$ cat src/rtl/ntt_seq_ctrl_if.sv
// Command / status bundle between the NTT phase sequencer and its client + address-generator fsm.
interface ntt_seq_ctrl_if;
    logic       cmd_valid;
    logic       cmd_ready;
    logic       cmd_intt;
    logic       cmd_r2_en;
    logic       cmd_r4_en;
    logic       abort;
    logic [2:0] done_flag;
    logic [3:0] conf;
    logic       busy;
    logic       done;
    logic       err;

    modport master (
        output cmd_valid, cmd_intt, cmd_r2_en, cmd_r4_en, abort, done_flag,
        input  cmd_ready, conf, busy, done, err
    );

    modport slave (
        input  cmd_valid, cmd_intt, cmd_r2_en, cmd_r4_en, abort, done_flag,
        output cmd_ready, conf, busy, done, err
    );
endinterface

$ cat src/rtl/ntt_seq_ctrl.sv
// Sequences the radix-2 / radix-4 NTT phases, drives the fsm configuration code
// and waits out each phase's write-enable pipe before moving on.
module ntt_seq_ctrl #(
    parameter int DRAIN_R2    = 10,
    parameter int DRAIN_R4    = 16,
    parameter int RUN_TIMEOUT = 1024
) (
    input logic          clk,
    input logic          rst,
    ntt_seq_ctrl_if.slave bus
);
    localparam int CMAX0 = (RUN_TIMEOUT > DRAIN_R4) ? RUN_TIMEOUT : DRAIN_R4;
    localparam int CMAX  = (CMAX0 > DRAIN_R2) ? CMAX0 : DRAIN_R2;
    localparam int CW    = $clog2(CMAX + 1);

    typedef enum logic [2:0] {
        S_IDLE, S_R2_RUN, S_R2_DRAIN, S_R4_RUN, S_R4_DRAIN, S_DONE
    } state_t;

    state_t        state, state_n;
    logic          intt_q, r2_q, r4_q, intt_n, r2_n, r4_n;
    logic          err_n;
    logic [CW-1:0] cnt, cnt_n;
    logic          in_r2, hit, tmo, drain_end;
    logic [2:0]    exp_code;

    function automatic logic [3:0] conf_of(state_t s, logic inv);
        case (s)
            S_R2_RUN:   return inv ? 4'b0110 : 4'b0001;
            S_R2_DRAIN: return inv ? 4'b0111 : 4'b0011;
            S_R4_RUN:   return inv ? 4'b0101 : 4'b0010;
            S_R4_DRAIN: return inv ? 4'b1000 : 4'b0100;
            default:    return 4'b0000;
        endcase
    endfunction

    assign in_r2     = (state == S_R2_RUN) || (state == S_R2_DRAIN);
    assign exp_code  = in_r2 ? (intt_q ? 3'b100 : 3'b001) : (intt_q ? 3'b011 : 3'b010);
    assign hit       = (bus.done_flag == exp_code);
    assign tmo       = (cnt == CW'(RUN_TIMEOUT - 1));
    assign drain_end = (cnt == (in_r2 ? CW'(DRAIN_R2 - 1) : CW'(DRAIN_R4 - 1)));

    always_comb begin
        state_n = state;
        err_n   = bus.err;
        cnt_n   = cnt;
        intt_n  = intt_q;
        r2_n    = r2_q;
        r4_n    = r4_q;
        case (state)
            S_IDLE: if (bus.cmd_valid) begin
                intt_n = bus.cmd_intt;
                r2_n   = bus.cmd_r2_en;
                r4_n   = bus.cmd_r4_en;
                err_n  = 1'b0;
                cnt_n  = '0;
                if (bus.cmd_intt)
                    state_n = bus.cmd_r4_en ? S_R4_RUN : (bus.cmd_r2_en ? S_R2_RUN : S_DONE);
                else
                    state_n = bus.cmd_r2_en ? S_R2_RUN : (bus.cmd_r4_en ? S_R4_RUN : S_DONE);
            end
            S_R2_RUN, S_R4_RUN: begin
                // abort and timeout still drain: the pipe may hold live writes
                if (hit || tmo || bus.abort) begin
                    state_n = in_r2 ? S_R2_DRAIN : S_R4_DRAIN;
                    cnt_n   = '0;
                    if (tmo || bus.abort) err_n = 1'b1;
                end else begin
                    cnt_n = cnt + 1'b1;
                end
            end
            S_R2_DRAIN, S_R4_DRAIN: begin
                if (bus.abort) err_n = 1'b1;
                if (drain_end) begin
                    cnt_n = '0;
                    if (in_r2)
                        state_n = (!intt_q && r4_q && !err_n) ? S_R4_RUN : S_DONE;
                    else
                        state_n = (intt_q && r2_q && !err_n) ? S_R2_RUN : S_DONE;
                end else begin
                    cnt_n = cnt + 1'b1;
                end
            end
            S_DONE:  state_n = S_IDLE;
            default: state_n = S_IDLE;
        endcase
    end

    always_ff @(posedge clk) begin
        if (rst) begin
            state         <= S_IDLE;
            cnt           <= '0;
            intt_q        <= 1'b0;
            r2_q          <= 1'b0;
            r4_q          <= 1'b0;
            bus.conf      <= 4'b0000;
            bus.busy      <= 1'b0;
            bus.done      <= 1'b0;
            bus.err       <= 1'b0;
            bus.cmd_ready <= 1'b1;
        end else begin
            state         <= state_n;
            cnt           <= cnt_n;
            intt_q        <= intt_n;
            r2_q          <= r2_n;
            r4_q          <= r4_n;
            bus.conf      <= conf_of(state_n, intt_n);
            bus.busy      <= (state_n != S_IDLE);
            bus.done      <= (state_n == S_DONE);
            bus.err       <= err_n;
            bus.cmd_ready <= (state_n == S_IDLE);
        end
    end
endmodule

$ cat src/flat_wrapper.sv
// flat-port wrapper written by rule: the top's interface ports become plain ports
module ntt_seq_ctrl_flat 
#(
    parameter int DRAIN_R2    = 10,
    parameter int DRAIN_R4    = 16,
    parameter int RUN_TIMEOUT = 1024
)
  (clk, rst, bus_cmd_valid, bus_cmd_intt, bus_cmd_r2_en, bus_cmd_r4_en, bus_abort, bus_done_flag, bus_cmd_ready, bus_conf, bus_busy, bus_done, bus_err);
  ntt_seq_ctrl_if bus_i ();
  input logic clk;
  input logic rst;
  input wire logic [$bits(bus_i.cmd_valid)-1:0] bus_cmd_valid;
  input wire logic [$bits(bus_i.cmd_intt)-1:0] bus_cmd_intt;
  input wire logic [$bits(bus_i.cmd_r2_en)-1:0] bus_cmd_r2_en;
  input wire logic [$bits(bus_i.cmd_r4_en)-1:0] bus_cmd_r4_en;
  input wire logic [$bits(bus_i.abort)-1:0] bus_abort;
  input wire logic [$bits(bus_i.done_flag)-1:0] bus_done_flag;
  output wire logic [$bits(bus_i.cmd_ready)-1:0] bus_cmd_ready;
  output wire logic [$bits(bus_i.conf)-1:0] bus_conf;
  output wire logic [$bits(bus_i.busy)-1:0] bus_busy;
  output wire logic [$bits(bus_i.done)-1:0] bus_done;
  output wire logic [$bits(bus_i.err)-1:0] bus_err;
  assign bus_i.cmd_valid = bus_cmd_valid;
  assign bus_i.cmd_intt = bus_cmd_intt;
  assign bus_i.cmd_r2_en = bus_cmd_r2_en;
  assign bus_i.cmd_r4_en = bus_cmd_r4_en;
  assign bus_i.abort = bus_abort;
  assign bus_i.done_flag = bus_done_flag;
  assign bus_cmd_ready = bus_i.cmd_ready;
  assign bus_conf = bus_i.conf;
  assign bus_busy = bus_i.busy;
  assign bus_done = bus_i.done;
  assign bus_err = bus_i.err;
  ntt_seq_ctrl #(.DRAIN_R2(DRAIN_R2), .DRAIN_R4(DRAIN_R4), .RUN_TIMEOUT(RUN_TIMEOUT)) u_core (.clk(clk), .rst(rst), .bus(bus_i));
endmodule
$ cat config.mk
export PLATFORM = sky130hd
export DESIGN_NAME = ntt_seq_ctrl_flat
export DESIGN_NICKNAME = d
export VERILOG_FILES = /design/src/rtl/ntt_seq_ctrl_if.sv /design/src/rtl/ntt_seq_ctrl.sv /design/src/flat_wrapper.sv
export SDC_FILE = /design/constraint.sdc
export NUM_CORES = 1
export LEC_CHECK = 0
export CAP_MARGIN = 20
export CORE_MARGIN = 2
export CORE_UTILIZATION = 54
export DETAILED_ROUTE_END_ITERATION = 16
export HOLD_SLACK_MARGIN = 0.08
export PLACE_DENSITY_LB_ADDON = 0.1
export SLEW_MARGIN = 10
export SYNTH_ARGS = -nofsm -noshare
export SYNTH_HDL_FRONTEND = slang
export SYNTH_SLANG_ARGS = --single-unit
$ cat constraint.sdc
create_clock -name clk -period 2.8 [get_ports clk]
set_clock_uncertainty 0.05 [all_clocks]
set_input_delay 0.56 -clock clk [delete_from_list [all_inputs] [get_ports clk]]
set_output_delay 0.56 -clock clk [all_outputs]
set_load 0.03 [all_outputs]
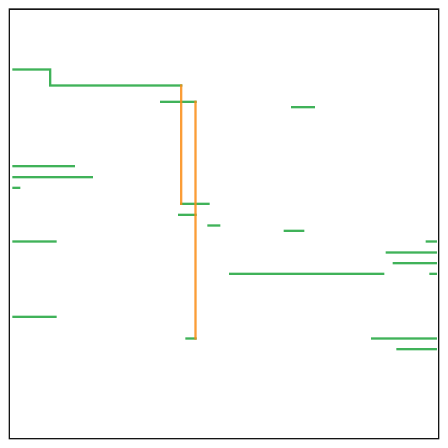
(run_1/layers.png)
Only two layers are drawn.
[orange] M4 | wire length: 44.9 um
[green] M3 | wire length: 115 um
WL final: 3070 um
overall via count from detail_route: 1219

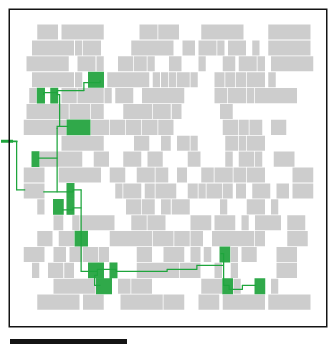
(run_1/port_trees.png)
The bar under the picture is 20 um long.
[green] rst | direction: input | end cells: 15 | buffers: 1 | wire: 112 um
Port Buffer Count: 17
top-level I/O count: 18

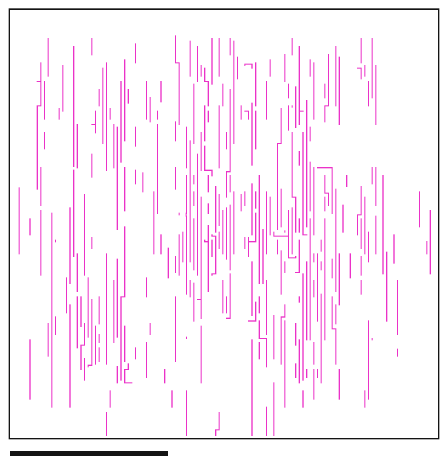
(run_1/m2.png)
The bar under the picture is 20 um long.
wire length on this layer: 1330 um
nets with wire on the layer: 165
share of all routed wire: 43%
GR Layer Usage met2: 34.1%

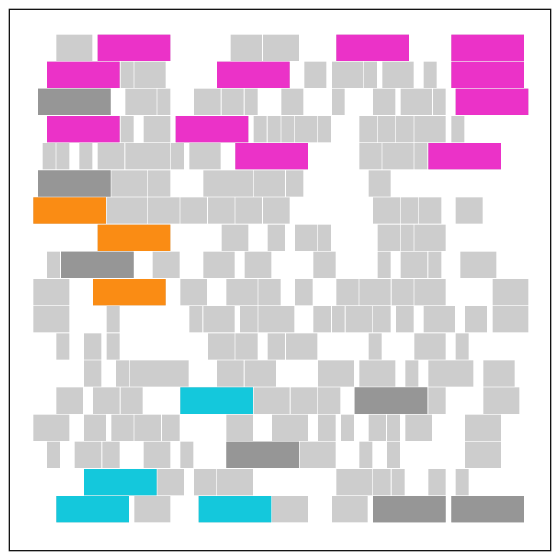
(run_1/ff_map.png)
Other sequential cells in the stronger grey, the rest of the logic in the fainter grey.
[orange] u_core.state | flops: 3
[cyan] u_core.bus.conf | flops: 4
[magenta] u_core.cnt | flops: 11
flip-flop and latch share of the layout cell area: 31.0%
share of the core filled with cells: 66.4%

run 1: metrics by stage:
stage               worst slack, ps  instances
global route                   14.7        214
floorplan                       301        162
CTS                             115        214
detailed placement             60.2        210
global placement                116        210
finish                          183        214
run 1: logic make-up (layout without fill, tap and decap cells):
group | count (synthesis) | in the layout | share of synthesized area (%)
mux | 3 | 3 | 2.22
simple gates | 75 | 75 | 29.6
fa+ha+maj | 2 | 2 | 1.85
compound gates | 30 | 30 | 15.7
buf+inv | 13 | 35 | 4.62
flops | 25 | 25 | 36.9
xor+xnor | 14 | 14 | 9.05
run 1: layout make-up:
type                       count  area, um2
clock inverter                 1       7.51
sequential                    25        500
fill                         231        817
multi-input combinational    124        798
tap                           30       37.5
timing repair buffer          24        223
clock buffer                   3       22.5
inverter                       7       26.3
run 1: worst max path at each step:
stage / startpoint / end / slack (ps) / cells past startpoint
2_1_floorplan: u_core.state[2]$_SDFF_PP0_ / u_core.bus.conf[0]$_SDFF_PP0_ / 300 / 10
3_3_place_gp: bus_abort / u_core.bus.conf[1]$_SDFF_PP0_ / 120 / 7
3_5_place_dp: bus_abort / u_core.bus.conf[0]$_SDFF_PP0_ / 60 / 7
4_1_cts: u_core.cnt[1]$_SDFFE_PP0P_ / u_core.cnt[2]$_SDFFE_PP0P_ / 120 / 8
5_1_grt: u_core.state[1]$_SDFF_PP0_ / u_core.bus.conf[0]$_SDFF_PP0_ / 10 / 9
6_report: u_core.state[1]$_SDFF_PP0_ / u_core.bus.conf[0]$_SDFF_PP0_ / 180 / 9
run 1: routing by layer:
layer  routed length [um]  vias up  global-route usage [%]
li1                     -      629                       -
met1                 1570      561                    33.3
met2                 1330       24                    34.1
met3                  114        5                    3.89
met4                   44        0                    8.75
met5                    0        -                       0
==> results.rst, run 1 <==
Flow metrics
------------

.. list-table::
   :header-rows: 1

   * - Metric
     - Value
   * - Worst reg2reg path startpoint
     - u_core.state[1]$_SDFF_PP0_
   * - Mapped Cells
     - 162
   * - Relative slew margins
     - 59.6%
   * - Cell types occupying the most area after synthesis
     - sky130_fd_sc_hd__dfxtp_1, sky130_fd_sc_hd__nor2_1, sky130_fd_sc_hd__xnor2_1
   * - Bufs and invs on worst path
     - 0
   * - Status
     - finished, final reports clean
   * - Worst reg-to-reg setup slack
     - 180 ps
   * - Classification of the worst-slack hold path
     - reg2reg
   * - Proportion of netlist area held by the largest area contributor
     - 36.9%
   * - Largest register by flop count
     - u_core.cnt
   * - Worst r2r dst
     - u_core.bus.conf[0]$_SDFF_PP0_
   * - Library cell with the largest summed area after synthesis
     - sky130_fd_sc_hd__dfxtp_1
   * - Sum of negative setup slack
     - 0 ps
   * - Async set-reset flop share out of synthesis
     - 0%
   * - Comb pwr share
     - 47.1%
   * - Worst setup SP type
     - register
   * - RSZ-0062 raised after global routing
     - no
   * - First-pass GRT wire length
     - 4790 um
   * - Total number of clock tree sinks
     - 25
   * - Number of different library cells in the post-synthesis netlist
     - 48
   * - Internal
     - 690 uW
   * - Worst hold start
     - u_core.r4_q$_SDFFE_PP0P_
   * - Power in the clock group
     - 169 uW
   * - Number of buffers inserted during clock tree synthesis
     - 3
   * - Total setup violations reported at the end of the flow
     - 0
   * - Total Power
     - 1.14 mW
   * - FP Rows
     - 18
   * - Worst ir drop on vdd
     - 548 uV
   * - Cell occurring most often along the worst timing path
     - sky130_fd_sc_hd__xnor2_1
   * - Detail Placement HPWL
     - 2330 um
   * - Total of flip-flops plus latches after synthesis
     - 25
## Run 2: what changed since run 1
--- a/config.mk
+++ b/config.mk
@@ -7,7 +7,7 @@
 export LEC_CHECK = 0
 export CAP_MARGIN = 20
 export CORE_MARGIN = 2
-export CORE_UTILIZATION = 54
+export CORE_UTILIZATION = 48
 export DETAILED_ROUTE_END_ITERATION = 16
 export HOLD_SLACK_MARGIN = 0.08
 export PLACE_DENSITY_LB_ADDON = 0.1
==> constraint.sdc (replaced) <==
create_clock -name clk -period 2.2 [get_ports clk]
set_clock_uncertainty 0.05 [all_clocks]
set_input_delay 0.44 -clock clk [delete_from_list [all_inputs] [get_ports clk]]
set_output_delay 0.44 -clock clk [all_outputs]
set_load 0.03 [all_outputs]
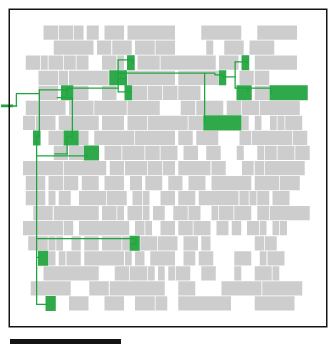
(run_2/port_trees.png)
The bar under the picture is 20 um long.
[green] rst | direction: input | end cells: 16 | buffers: 2 | wire: 170 um

==> results.rst, run 2 <==
Flow metrics
------------

.. list-table::
   :header-rows: 1

   * - Metric
     - Value
   * - Flop area
     - 509 um2 (+1.7%)
   * - Cycle use final
     - 103%
   * - Proportion of netlist area held by the largest area contributor
     - 36.9% (unchanged)
   * - Comb pwr share
     - 58.4% (+11 points)
   * - Async set-reset flop share out of synthesis
     - 0% (unchanged)
   * - Sequential share of power
     - 29.8%
   * - Worst reg2reg path startpoint
     - u_core.state[1]$_SDFF_PP0_
   * - Placed instance count
     - 235 (+12%)
   * - Number of fill cells
     - 187 (-19%)
   * - Critical path destination
     - u_core.bus.conf[1]$_SDFF_PP0_
   * - Classification of the worst-slack hold path
     - reg2reg
   * - Total of flip-flops plus latches after synthesis
     - 25 (unchanged)
   * - Cell types occupying the most area after synthesis
     - sky130_fd_sc_hd__dfxtp_1, sky130_fd_sc_hd__nor2_1, sky130_fd_sc_hd__xnor2_1
   * - Setup ws final
     - -67.1 ps (-250 ps)
   * - Leading cell types in the layout, fill and taps excluded
     - sky130_fd_sc_hd__buf_4, sky130_fd_sc_hd__dfxtp_1, sky130_fd_sc_hd__nor2_1
   * - Internal
     - 1.15 mW (+67%)
   * - Total setup violations reported at the end of the flow
     - 2 (+2)
   * - Relative slew margins
     - 70.3% (+11 points)
   * - Failing checks
     - setup timing
   * - RSZ-0062 raised after global routing
     - yes
   * - Worst r2r dst
     - u_core.bus.conf[1]$_SDFF_PP0_
   * - Detail-routed via count per cell
     - 5.80
   * - Htree depth
     - 1
   * - Non-filler cells, final
     - 245 (+14%)
   * - Detail Placement HPWL
     - 2690 um (+15%)
   * - Worst ir drop on vdd
     - 839 uV (+53%)
   * - Library cell with the largest summed area after synthesis
     - sky130_fd_sc_hd__dfxtp_1
   * - Mapped Cells
     - 162 (unchanged)
   * - Port Buffer Count
     - 17 (unchanged)
   * - Comb. cell area
     - 1030 um2 (+29%)
   * - Setup WS pre-CTS
     - -291 ps (-351 ps)
   * - Post-route DRC
     - 0
   * - Worst hold start
     - u_core.r2_q$_SDFFE_PP0P_
   * - WL final
     - 3850 um (+25%)
   * - First element of the critical path
     - u_core.state[1]$_SDFF_PP0_
   * - Design area
     - 2080 um2
   * - Cell breakdown of the critical path
     - buf_6 > or4b_4 > a21o_1 > o21ai_2 > o21ba_4 > or4_1 > a21oi_1
   * - Worst setup SP type
     - register
   * - Share of the core filled with cells
     - 76.8% (+10 points)
   * - Power density cells
     - 908 nW/um2
   * - Status
     - complete, but fails checks
   * - FP Rows
     - 19 (+1)
   * - Number of buffers inserted during clock tree synthesis
     - 3 (unchanged)
   * - FP Util
     - 50.0%
   * - First-pass GRT wire length
     - 5940 um (+24%)
   * - Largest register by flop count
     - u_core.cnt
   * - Top-level I/O count
     - 18 (unchanged)
   * - Number of nets with antenna violations after detailed routing
     - 0
## run 2: per-layer routing
layer	vias up	part of all wire [%]	GRT usage (%)
met5	-	0	0
met4	0	1.9	10.3
met3	11	2.5	3.63
met2	31	54	42.5
met1	684	42	26.7
li1	695	-	-
## run 2: stage by stage
stage	total power [mW]	TNS, ps
after floorplan	1.09	-119
after global placement	1.40	-2770
after detailed placement	1.41	-3070
after CTS	1.71	-191
after global routing	2.00	-400
final	1.89	-131
## run 2: worst max-delay path: cells and delay by family, from the launching register on
kind	cells	cell delay, ps
simple gates	2	930
compound gates	4	700
flops	1	410
buf+inv	1	120
## run 2: logic make-up after synthesis
group	after synthesis	synth area share (%)
compound gates	30	15.7
xor+xnor	14	9.05
fa+ha+maj	2	1.85
buf+inv	13	4.62
flops	25	36.9
mux	3	2.22
simple gates	75	29.6
## run 2: layout make-up
| type | instances | share of cell area (%) |
|---|---|---|
| clock buffers | 3 | 1.08 |
| well taps | 31 | 1.86 |
| clock inverters | 1 | 0.361 |
| inverters | 7 | 1.26 |
| flip-flops and latches | 25 | 24.5 |
| multi-input cells | 125 | 49.5 |
| repair buffers | 53 | 21.5 |
## run 2: what timing repair did
action / 4_1_cts / 5_1_grt
pin swaps: 8 / 21
hold endpoints to repair: 0 / 0
gates cloned: 0 / 1
gates resized: 11 / 24
hold buffers: 0 / 0
buffers inserted: 2 / 3
setup endpoints to repair: 14 / 16
## run 2: power groups by stage
stage          Combinational (mW)  Sequential (mW)  Clock (mW)
2_1_floorplan               0.465            0.624           0
6_report                     1.10            0.564       0.222
5_1_grt                      1.18            0.569       0.245
4_1_cts                     0.931            0.559       0.225
3_3_place_gp                0.835            0.563           0
3_5_place_dp                0.847            0.566           0
## Run 3: what changed since run 2
--- a/config.mk
+++ b/config.mk
@@ -5,7 +5,6 @@
 export SDC_FILE = /design/constraint.sdc
 export NUM_CORES = 1
 export LEC_CHECK = 0
-export CAP_MARGIN = 20
 export CORE_MARGIN = 2
 export CORE_UTILIZATION = 48
 export DETAILED_ROUTE_END_ITERATION = 16
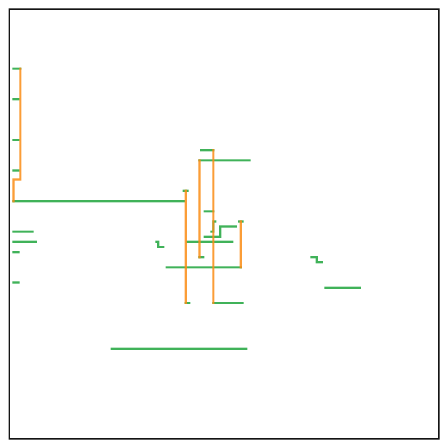
(run_3/layers.png)
Only two layers are drawn.
[orange] M4 | wire length: 73.0 um
[green] M3 | wire length: 96.3 um
overall via count from detail_route: 1421
WL final: 3850 um
total global routing track utilization: 23.3%
Routed WL per cell: 15.7 um

==> results.rst, run 3 <==
Flow metrics
------------

.. list-table::
   :header-rows: 1

   * - Metric
     - Value
   * - Power density cells
     - 908 nW/um2 (unchanged)
   * - Post-cts hold-fix buffer tally
     - 0 (unchanged)
   * - Detail Placement HPWL
     - 2690 um (unchanged)
   * - Failing checks
     - setup timing
   * - Comb pwr share
     - 58.4% (about the same)
   * - Worst ir drop on vdd
     - 839 uV (unchanged)
   * - Met3 wire length
     - 96 um (unchanged)
   * - Non-filler cells, final
     - 245 (unchanged)
   * - XOR/XNOR Fraction of Synth Area
     - 9.05% (unchanged)
   * - Library cell with the largest summed area after synthesis
     - sky130_fd_sc_hd__dfxtp_1
   * - Sequential share of power
     - 29.8% (about the same)
   * - Synth mux share
     - 2.22% (unchanged)
   * - Post-synthesis share of cell area spent on and, or, nand and nor gates
     - 29.6% (unchanged)
   * - Top-level I/O count
     - 18 (unchanged)
   * - Relative slew margins
     - 70.3% (unchanged)
   * - Aoi share
     - 15.7% (unchanged)
   * - Total of flip-flops plus latches after synthesis
     - 25 (unchanged)
   * - Cell types occupying the most area after synthesis
     - sky130_fd_sc_hd__dfxtp_1, sky130_fd_sc_hd__nor2_1, sky130_fd_sc_hd__xnor2_1
   * - Port Buffer Count
     - 17 (unchanged)
   * - Worst reg2reg path startpoint
     - u_core.state[1]$_SDFF_PP0_
   * - Status
     - complete, but fails checks
   * - Setup ws final
     - -67.1 ps (unchanged)
   * - Post-route DRC
     - 0 (unchanged)
   * - Worst hold start
     - u_core.r2_q$_SDFFE_PP0P_
   * - Number of buffers inserted during clock tree synthesis
     - 3 (unchanged)
   * - DR WL met2
     - 2080 um (unchanged)
   * - Mapped Cells
     - 162 (unchanged)
   * - First-pass GRT wire length
     - 5940 um (unchanged)
   * - Power consumed by sequential cells
     - 564 uW (about the same)
   * - Cell breakdown of the critical path
     - buf_6 > or4b_4 > a21o_1 > o21ai_2 > o21ba_4 > or4_1 > a21oi_1
   * - Bufs and invs on worst path
     - 1 (unchanged)
   * - Async set-reset flop share out of synthesis
     - 0% (unchanged)
   * - Setup WS pre-CTS
     - -291 ps (unchanged)
   * - Crit-path leading delay family
     - simple AND/OR/NAND/NOR gates
   * - Worst r2r dst
     - u_core.bus.conf[1]$_SDFF_PP0_
   * - Total setup violations reported at the end of the flow
     - 2 (unchanged)
   * - Met1 Track Usage GR
     - 26.7% (unchanged)
   * - Power group with the largest share
     - combinational logic
   * - Highest metal used
     - met4
   * - Htree depth
     - 1 (unchanged)
   * - Leading cell types in the layout, fill and taps excluded
     - sky130_fd_sc_hd__buf_4, sky130_fd_sc_hd__dfxtp_1, sky130_fd_sc_hd__nor2_1
   * - RSZ-0062 raised after global routing
     - yes
[run 3: cell counts in the layout (fill, tap and decap cells not counted)]
No cell type changed its count.
[run 3: cell type report]
class / instances / area [um2] / share of cell area (%)
Clock inverter: 1 / 7.51 / 0.361
Multi-Input combinational cell: 125 / 1030 / 49.5
Tap cell: 31 / 38.8 / 1.86
Sequential cell: 25 / 509 / 24.5
Timing Repair Buffer: 53 / 448 / 21.5
Inverter: 7 / 26.3 / 1.26
Clock buffer: 3 / 22.5 / 1.08
[run 3: worst min-delay path, delay by kind of cell (launching register included)]
kind,cells,cell delay (ps)
flip-flops,1,340
AND/OR/NAND/NOR,1,60
AND-OR/OR-AND,1,50
[run 3: repair_timing]
| item | CTS | global route |
|---|---|---|
| gates cloned | 0 | 1 |
| pin swaps | 8 | 21 |
| endpoints found under the setup margin | 14 | 16 |
| buffers inserted | 2 | 3 |
| gates resized | 11 | 24 |
[run 3: how the worst max path moves through the flow]
stage                                         end  slack (ps)                       start  depth (start not counted)
global route        u_core.bus.conf[1]$_SDFF_PP0_        -110  u_core.state[1]$_SDFF_PP0_                          9
floorplan           u_core.bus.conf[1]$_SDFF_PP0_         -60  u_core.state[2]$_SDFF_PP0_                         10
global placement    u_core.bus.conf[2]$_SDFF_PP0_        -280                   bus_abort                          6
finish              u_core.bus.conf[1]$_SDFF_PP0_         -70  u_core.state[1]$_SDFF_PP0_                          7
detailed placement  u_core.bus.conf[2]$_SDFF_PP0_        -290                   bus_abort                          6
CTS                 u_core.bus.conf[0]$_SDFF_PP0_        -110  u_core.state[0]$_SDFF_PP0_                          9
[run 3: per-stage QoR]
step                      setup TNS (ps)  total power [mW]
after floorplan                     -119              1.09
after global placement             -2770              1.40
after detailed placement           -3070              1.41
after CTS                           -191              1.71
after global routing                -400              2.00
final                               -131              1.89

==> gallery <==
Cell outlines without signal wires.
Plate I
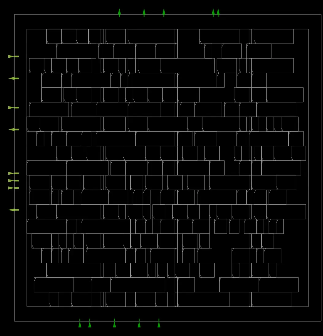
Plate II
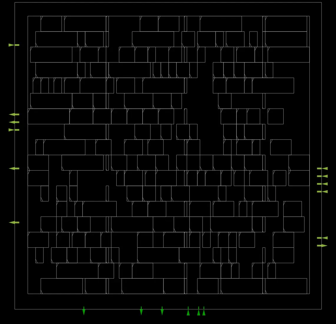
- highest utilization: Plate I
| picture | from |
|---|---|
| Plate II | run 1 |
| Plate I | run 2 |

Power figures rest on the tool's default switching activity, not on a simulated workload.
